[src/rtl/irq_pending_ctrl_pkg.sv]
// Shared constants and types for the interrupt request-capture stage.
package irq_pending_ctrl_pkg;

    localparam int N_LINES = 4;
    localparam int IDX_W   = 2;

    localparam logic MODE_LEVEL = 1'b0;
    localparam logic MODE_EDGE  = 1'b1;

    typedef enum logic {
        IDLE = 1'b0,
        PEND = 1'b1
    } line_state_t;

endpackage

[src/rtl/irq_line_cell.sv]
// One request line: event detect, sticky pending/overflow state and ack handling.
//   state | meaning
//   IDLE  | no request outstanding on this line
//   PEND  | request captured, waiting for the consumer's ack
module irq_line_cell
    import irq_pending_ctrl_pkg::*;
(
    input  logic clk,
    input  logic rst,
    input  logic evt,
    input  logic mode,
    input  logic ack_hit,
    input  logic clr_all,
    output logic pending,
    output logic ovf
);

    line_state_t state;
    line_state_t state_next;
    logic        ovf_next;
    logic        prev;
    logic        evt_det;
    logic        ack_wins;

    assign evt_det = (mode == MODE_EDGE) ? (evt & ~prev) : evt;

    // A fresh edge beats a coincident ack; a held level does not, so the ack
    // drops the line for one edge before the level re-captures it.
    assign ack_wins = ack_hit & (state == PEND) & ~(evt_det & (mode == MODE_EDGE));

    always_ff @(posedge clk) begin
        if (rst) begin
            state <= IDLE;
            ovf   <= 1'b0;
            prev  <= 1'b0;
        end else begin
            state <= state_next;
            ovf   <= ovf_next;
            prev  <= evt;
        end
    end

    always_comb begin
        state_next = state;
        ovf_next   = ovf;
        if (clr_all) begin
            state_next = IDLE;
            ovf_next   = 1'b0;
        end else if (ack_wins) begin
            state_next = IDLE;
        end else if (evt_det) begin
            if ((state == PEND) && !ack_hit) begin
                ovf_next = 1'b1;
            end
            state_next = PEND;
        end
    end

    always_comb begin
        pending = (state == PEND);
    end

endmodule

[src/rtl/irq_pending_ctrl.sv]
// Sticky request capture with per-line mask, feeding the downstream priority encoder.
module irq_pending_ctrl #(
    parameter int N_LINES = irq_pending_ctrl_pkg::N_LINES,
    parameter int IDX_W   = irq_pending_ctrl_pkg::IDX_W
) (
    input  logic               clk,
    input  logic               rst,
    input  logic [N_LINES-1:0] evt_in,
    input  logic [N_LINES-1:0] edge_mode,
    input  logic [N_LINES-1:0] en_mask,
    input  logic               ack_valid,
    input  logic [IDX_W-1:0]   ack_id,
    input  logic               clr_all,
    output logic [N_LINES-1:0] req_out,
    output logic               req_any,
    output logic [N_LINES-1:0] pending,
    output logic [N_LINES-1:0] ovf,
    output logic               ack_err
);

    logic [N_LINES-1:0] ack_hot;
    logic               ack_bad;

    // Out-of-range ids decode to no line, so they fall out as "not pending".
    always_comb begin
        ack_hot = '0;
        for (int i = 0; i < N_LINES; i++) begin
            ack_hot[i] = ack_valid && (ack_id == IDX_W'(i));
        end
    end

    assign ack_bad = ack_valid & ~clr_all & ~(|(ack_hot & pending));

    always_ff @(posedge clk) begin
        if (rst) begin
            ack_err <= 1'b0;
        end else begin
            ack_err <= ack_bad;
        end
    end

    for (genvar i = 0; i < N_LINES; i++) begin : g_line
        irq_line_cell u_cell (
            .clk     (clk),
            .rst     (rst),
            .evt     (evt_in[i]),
            .mode    (edge_mode[i]),
            .ack_hit (ack_hot[i]),
            .clr_all (clr_all),
            .pending (pending[i]),
            .ovf     (ovf[i])
        );
    end

    assign req_out = pending & en_mask;
    assign req_any = |req_out;

endmodule

[config.mk]
export PLATFORM = sky130hd
export DESIGN_NAME = irq_pending_ctrl
export DESIGN_NICKNAME = d
export VERILOG_FILES = /design/src/rtl/irq_pending_ctrl_pkg.sv /design/src/rtl/irq_line_cell.sv /design/src/rtl/irq_pending_ctrl.sv
export SDC_FILE = /design/constraint.sdc
export NUM_CORES = 1
export LEC_CHECK = 0
export CORE_ASPECT_RATIO = 1.1
export CORE_MARGIN = 5
export CORE_UTILIZATION = 33
export CTS_CLUSTER_DIAMETER = 100
export DETAILED_ROUTE_END_ITERATION = 6
export GPL_TIMING_DRIVEN = 0
export PLACE_DENSITY = 0.73
export SLEW_MARGIN = 15
export SYNTH_ARGS = -nofsm -noshare
export SYNTH_HDL_FRONTEND = slang
export SYNTH_SLANG_ARGS = --single-unit
[constraint.sdc]
create_clock -name clk -period 1 [get_ports clk]
set_input_delay 0.1 -clock clk [delete_from_list [all_inputs] [get_ports clk]]
set_output_delay 0.1 -clock clk [all_outputs]
set_load 0.05 [all_outputs]
**Floorplan with the power grid**

The bar under the picture is 20 um long. Pins as bars on the die edge.
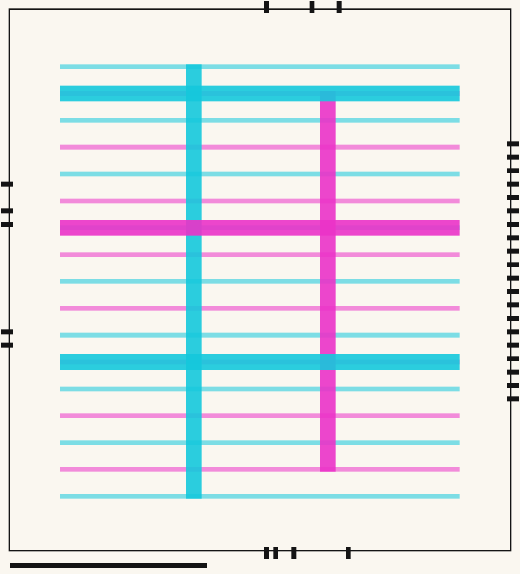
| net | color |
|---|---|
| VSS | cyan |
| VDD | magenta |
rows: 16
met1 rails: 17
met5 straps: 3
core box area: 1760 sq um
y dimension of the die: 54.7 um
die boundary width: 50.6 um

==> results_tabular.tex <==
% Synthesis and place-and-route results
\begin{tabular}{lr}
\hline
Metric & Value \\
\hline
\multicolumn{2}{l}{\textbf{Setup path}} \\
Endpoint of the worst-slack reg-to-reg timing path & ack\_err \\
Crit Reg-Reg Startpoint & g\_line[3].u\_cell.pending \\
Element type at the critical path end & primary output \\
FF-to-FF path depth & 4 \\
\multicolumn{2}{l}{\textbf{Yosys}} \\
And+or+nand+nor area frac & 23.2\% \\
Mux share & 3.76\% \\
\multicolumn{2}{l}{\textbf{Layout}} \\
Clock network contribution to total cell area & 2.37\% \\
Growth of design area from synthesis to finish & 84.8\% \\
FF/Latch Area & 278 sq um \\
Layout non-clock buf frac & 44.4\% \\
ANT cells & 0 \\
Count of inverters other than clock inverters in the layout & 4 \\
\multicolumn{2}{l}{\textbf{Outcome}} \\
Status & finished, violations left \\
Failing checks & setup timing \\
\multicolumn{2}{l}{\textbf{Drt}} \\
TritonRoute pass-1 iters & 3 \\
Vias & 616 \\
1st-iter DRT viols & 4 \\
\multicolumn{2}{l}{\textbf{Pwr}} \\
Cell-internal power & 871 uW \\
Combinational cell power & 341 uW \\
IR drop worst, VDD & 0.495 mV \\
\multicolumn{2}{l}{\textbf{CTS}} \\
TritonCTS clock tree & yes \\
Buffers from clock root to sink, at most & 2 \\
Clock Tree Root & clkbuf\_4 \\
\# Post-CTS Setup Buffers & 4 \\
Number of buffers inserted during clock tree synthesis & 3 \\
\multicolumn{2}{l}{\textbf{Placed design}} \\
IO Port Bufs & 31 \\
\multicolumn{2}{l}{\textbf{Timing}} \\
Final setup violation count & 11 \\
Unrepaired setup endpoints after global routing & true \\
Worst setup margin & -538 ps \\
\multicolumn{2}{l}{\textbf{Global routing}} \\
Number of antenna violations at the first check in global routing & 0 \\
\multicolumn{2}{l}{\textbf{Min path}} \\
Worst min-delay path endpoint & ack\_err \\
\hline
\end{tabular}
**Clock wiring as the flow saved it**

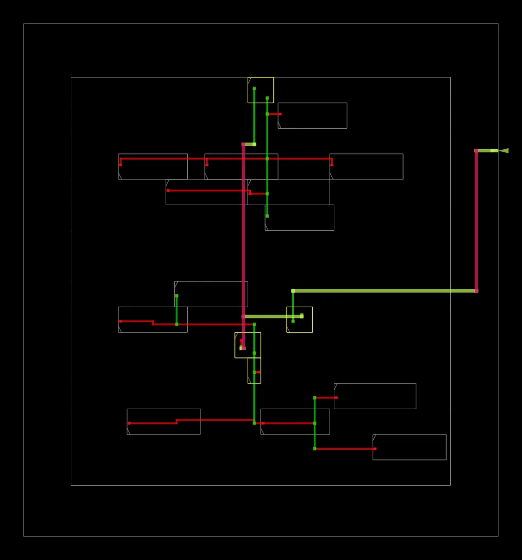
clock sink total: 13
skew final: 4.45 ps
clk pwr: 329 uW

registers in the layout, indices dropped and copies added (netlist names):
signal	flops
g_line.u_cell.prev	4
g_line.u_cell.pending	4
ack_err	1
g_line.u_cell.ovf	4
cell families after synthesis:
family                 count (synthesis)
DFF                                   13
and+or+nand+nor                       25
buffers and inverters                 13
muxes                                  1
AOI/OAI and AO/OA                     17
per-stage QoR:
stage                     setup slack, ps  utilization [%]  TNS, ps  power, uW  hold WS (ps)
after floorplan                      -276                -     -276        711           172
after CTS                            -541             59.3    -1520       1190           248
after global placement               -975             53.1    -9280        835           451
after global routing                 -576             62.9    -2060       1260           302
after detailed placement             -967             53.1    -9540        842           466
final                                -538             62.9    -1740       1210           259
synth_stat cells (all sizes together):
cell,number,area [sq um]
dfxtp,13,260
buf,8,60.1
nand2,7,26.3
o21ai,6,30.0
nor2,5,18.8
a21boi,4,30.0
a21oi,4,20.0
and2,4,30.0
inv,4,15.0
nor2b,4,25.0
a31oi,3,18.8
clkbuf,1,3.75
mux4,1,22.5
nand3,1,5.00
nand3b,1,7.51
or2,1,6.26
or3b,1,8.76
or4,1,11.3
worst max-delay path by stage:
stage	start	depth (start not counted)	endpoint	slack [ps]
after floorplan	g_line[0].u_cell.pending	2	req_any	-280
after global placement	en_mask[0]	4	req_any	-970
after detailed placement	en_mask[0]	4	req_any	-970
after CTS	g_line[2].u_cell.pending	3	req_any	-540
after global routing	g_line[2].u_cell.pending	3	req_any	-580
final	g_line[3].u_cell.pending	3	req_any	-540
worst max-delay path: stages, from the launching register on:
cell and delay (ps):
dfxtp_4 350, and2_4 140, or4_4 510, buf_8 160
per-layer routing:
layer | share of wire (%) | global-route usage [%]
met1 | 43 | 13.9
met2 | 46 | 23.1
met3 | 8.9 | 3.00
met4 | 2.1 | 6.38
met5 | 0 | 0
Power figures rest on the tool's default switching activity, not on a simulated workload.
